Routed metal, one color a layer:
Scale: 1 px per um.
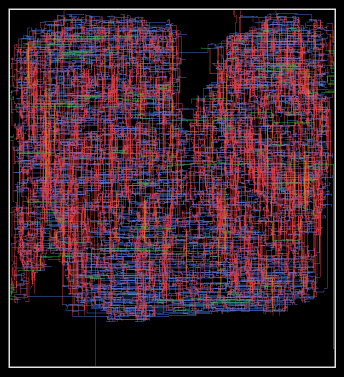
Clock wires, drivers and flops:
Scale: 1 px per um.
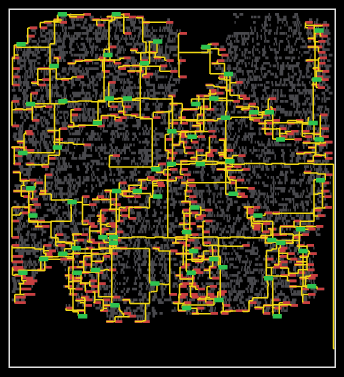
Metal 4:
Scale: 1 px per um. Cells faint in the background.
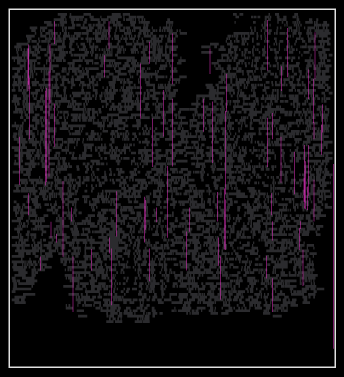
Close-up of the layout:
Region (233, 79) to (253, 99) um. Cells in gray, sequential cells in the stronger gray; small squares are vias.
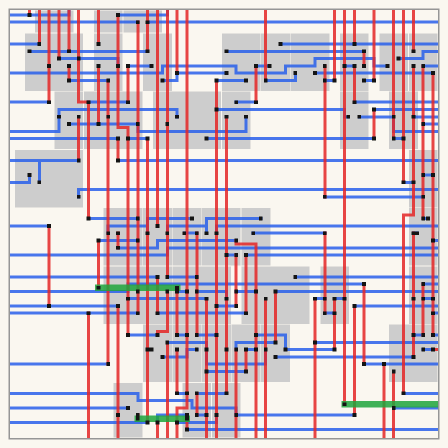
## config.mk

```make
export PLATFORM = sky130hd
export DESIGN_NAME = demod_decimator
export DESIGN_NICKNAME = d
export VERILOG_FILES = /design/src/rtl/demod_decimator.sv
export SDC_FILE = /design/constraint.sdc
export NUM_CORES = 2
export LEC_CHECK = 0
export ABC_AREA = 1
export CORE_ASPECT_RATIO = 1.1
export CORE_MARGIN = 1.5
export CORE_UTILIZATION = 35
export DETAILED_ROUTE_END_ITERATION = 10
export PLACE_DENSITY = 0.58
export SETUP_SLACK_MARGIN = 0.5
export SYNTH_ARGS = -nofsm -noshare
export SYNTH_HDL_FRONTEND = slang
export SYNTH_SLANG_ARGS = --single-unit
```

## constraint.sdc

```tcl
create_clock -name clk_in -period 7.45 [get_ports clk_in]
set_input_delay 0.745 -clock clk_in [delete_from_list [all_inputs] [get_ports clk_in]]
set_output_delay 0.745 -clock clk_in [all_outputs]
set_load 0.01 [all_outputs]
```

## src/rtl/demod_decimator.sv

```systemverilog
// Third-order CIC decimator for the Demodule AM/FM output: programmable ratio,
// arithmetic scaling and saturation, delivered through a valid/ready register.
module demod_decimator #(
  parameter int INPUT_WIDTH  = 12,
  parameter int OUTPUT_WIDTH = 16,
  parameter int RATE_WIDTH   = 12,
  parameter int ACC_WIDTH    = 48
) (
  input  logic                    clk_in,
  input  logic                    sys_rst_n,
  input  logic [INPUT_WIDTH-1:0]  wave_in,
  input  logic                    in_en,
  input  logic [RATE_WIDTH-1:0]   rate,
  input  logic [5:0]              shift,
  output logic [OUTPUT_WIDTH-1:0] out_data,
  output logic                    out_valid,
  input  logic                    out_ready,
  output logic                    overrun,
  output logic                    saturated
);

  localparam logic signed [ACC_WIDTH-1:0] MAX_V =
    {{(ACC_WIDTH-OUTPUT_WIDTH+1){1'b0}}, {(OUTPUT_WIDTH-1){1'b1}}};
  localparam logic signed [ACC_WIDTH-1:0] MIN_V =
    {{(ACC_WIDTH-OUTPUT_WIDTH+1){1'b1}}, {(OUTPUT_WIDTH-1){1'b0}}};

  logic signed [ACC_WIDTH-1:0] x, i1, i2, i3, i1_nx, i2_nx, i3_nx;
  logic signed [ACC_WIDTH-1:0] d0, d0_prev, c1, c1_prev, c2, c2_prev, c3, scaled;
  logic [RATE_WIDTH-1:0]       rate_q, r_eff, cnt;
  logic [5:0]                  sh_eff;
  logic [3:0]                  stb;
  logic                        boundary, clip;
  logic [OUTPUT_WIDTH-1:0]     sat_val;

  always_comb begin
    // Offset binary to two's complement: invert MSB, then sign-extend.
    x = {{(ACC_WIDTH-INPUT_WIDTH){~wave_in[INPUT_WIDTH-1]}},
         ~wave_in[INPUT_WIDTH-1], wave_in[INPUT_WIDTH-2:0]};
    i1_nx = i1 + x;
    i2_nx = i2 + i1_nx;
    i3_nx = i3 + i2_nx;
    r_eff = (rate_q < RATE_WIDTH'(2)) ? RATE_WIDTH'(2) : rate_q;
    boundary = in_en && (cnt == r_eff - RATE_WIDTH'(1));
    sh_eff = (32'(shift) >= ACC_WIDTH) ? 6'(ACC_WIDTH-1) : shift;
    scaled = c3 >>> sh_eff;
    clip = 1'b0;
    sat_val = scaled[OUTPUT_WIDTH-1:0];
    if (scaled > MAX_V) begin
      clip    = 1'b1;
      sat_val = MAX_V[OUTPUT_WIDTH-1:0];
    end else if (scaled < MIN_V) begin
      clip    = 1'b1;
      sat_val = MIN_V[OUTPUT_WIDTH-1:0];
    end
  end

  always_ff @(posedge clk_in) begin
    if (!sys_rst_n) begin
      i1 <= '0; i2 <= '0; i3 <= '0;
      d0 <= '0; d0_prev <= '0;
      c1 <= '0; c1_prev <= '0;
      c2 <= '0; c2_prev <= '0;
      c3 <= '0;
      cnt       <= '0;
      stb       <= '0;
      rate_q    <= rate;
      out_data  <= '0;
      out_valid <= 1'b0;
      overrun   <= 1'b0;
      saturated <= 1'b0;
    end else begin
      if (in_en) begin
        i1  <= i1_nx;
        i2  <= i2_nx;
        i3  <= i3_nx;
        cnt <= boundary ? '0 : cnt + RATE_WIDTH'(1);
      end
      if (boundary) begin
        d0     <= i3_nx;
        rate_q <= rate;
      end
      // Each comb stage fires one clock after the previous one, once per frame.
      stb <= {stb[2:0], boundary};
      if (stb[0]) begin
        c1      <= d0 - d0_prev;
        d0_prev <= d0;
      end
      if (stb[1]) begin
        c2      <= c1 - c1_prev;
        c1_prev <= c1;
      end
      if (stb[2]) begin
        c3      <= c2 - c2_prev;
        c2_prev <= c2;
      end
      if (stb[3]) begin
        if (clip) saturated <= 1'b1;
        if (out_valid && !out_ready) begin
          overrun <= 1'b1;
        end else begin
          out_data  <= sat_val;
          out_valid <= 1'b1;
        end
      end else if (out_valid && out_ready) begin
        out_valid <= 1'b0;
      end
    end
  end

endmodule

```

==> Changelog: implementation <==
### Metrics

- Highest net fanout along the worst path: 5
- Top area contributor share: 0.2593
- Inserted Diodes: 0
- Share of flip-flops with an asynchronous set or reset after synthesis: 0
- Wl on met1: 58810 um
- Clock tree root driver cell: clkbuf_16
- Post-route antenna net violation count: 0
- Average cell area after synthesis: 6.323 um^2
- Count of buffers not belonging to the clock network in the layout: 184
- Cell count after synthesis: 6289
- Most Used Layer, Global Route: met2
- P_seq: 3.19 mW
- Yosys warnings: 0
- Post-synthesis share of cell area spent on and, or, nand and nor gates: 0.2557
- Final cycle utilization of the critical path: 0.8670
- Global-route met1 utilization: 0.2757
- Sw Share: 0.4445
- Via Count: 39880
- Chip area in the Yosys report: 0.03977 mm^2
- Worst hold slack across all endpoints: 0.4516 ns
- Worst-case clock buffer depth: 3
- Number of ordinary inverters in the final layout: 958
- Leftover overflow at the end of global routing: 0
- Instance area at placement: 0.04225 mm^2
- Number of buffers added on ports: 52
- Total Power: 13.99 mW
- Fillers: 12340
- Compound-cell area share of the yosys netlist: 0.2159
- Via count of the first global-routing pass: 37800
- Clock Skew: 0.02875 ns
- Top power group: combinational logic
- Total nets after synthesis: 6615
- Final routed DRC violation total: 0
- Cell internal power dissipation: 7.771 mW
- Hold endpoint: saturated
- Global Route met3 Usage: 0.02179
- TritonCTS clock tree: done
- Number of CTS-inserted buffers: 68
- Status: finished clean
- Areal power density over the cells: 313.1 mW/mm^2
- Number of setup buffers added after CTS: 0
- Post-CTS resize count: 0
- Time the final worst path needs with I/O delays and setup: 6.459 ns
- Non-clock buffer area fraction after layout: 0.03422
- Dominant comb cell: simple AND/OR/NAND/NOR gates
- Sink count of the clock tree: 527
- GPL Wtd Cong: 0.9176
- Worst path top cell family by delay: AND-OR/OR-AND gates
- Max IR drop VDD: 236.5 uV
- Reg-to-reg setup timing slack: 1.24 ns
- Register clock-pin slew on the reported worst setup and hold paths: 0.05 ns
- Worst r2r path cells: 30
- Critical Path AT: 7.04 ns
- Number of levels in the clock H-tree: 3
- Sequential Power Share: 0.228
- Placeable core region: 0.1125 mm^2
- Max-slew violation count: 0
- CP Capture Type: register
- Number of standard cells in the final layout excluding fillers: 7882
- Util after Layout: 0.3972
- Routed met2 length: 63260 um
- Largest cells by area after synthesis: dfxtp_1, nand2_1, ha_1
- Clk latency late pin: 0.65 ns
- Number of cell rows: 129
- Clock network area share: 0.05015
- Met2 routing resource usage after global routing: 0.3965
Notes on 'routed metal, one color a layer' above:
Key: green = M3 [wire length 4020 um]; orange = M4 [wire length 3070 um]; blue = M1 [wire length 58.8 mm]; red = M2 [wire length 63.3 mm]

Notes on 'clock wires, drivers and flops' above:
Key: red = flip-flops [count 527]; yellow = clock wires [length 8890 um]; green = clock-net drivers [count 68]
There are 69 routed clock nets. Position of the flops: all over the die.

Notes on 'metal 4' above:
The wires run mostly vertical. 43 nets have wire on it.

Notes on 'close-up of the layout' above:
Key: green = M3; blue = M1; red = M2
Sequential cells in the window: 0. Most frequent: nor2_1 (8), inv_1 (8), nand2_1 (7). 37 logic cells have their middle in the window.

-- cell usage after synthesis (4+ instances only) --
library cell,number
nand3_1,464
o211ai_1,44
and3_1,10
o21bai_1,31
a21o_1,19
a31o_2,4
nand4_1,33
buf_6,4
inv_2,5
nand2_1,981
ha_1,286
o221ai_1,10
xor2_1,162
o21ai_0,671
or2_2,11
a21boi_0,16
xnor2_1,80
inv_1,950
clkbuf_1,157
buf_4,7
nor3_1,57
o22ai_1,6
nor4_1,15
buf_2,29
a211oi_1,9
fa_1,6
a31oi_1,85
a32o_1,4
o21a_1,33
dfxtp_1,515
o21ai_1,7
a221oi_1,8
a21oi_1,619
edfxtp_1,12
nand3b_1,7
buf_1,21
nor2_1,877
nor3b_1,4
No activity file was given, so power comes from the tool's default toggle rates.
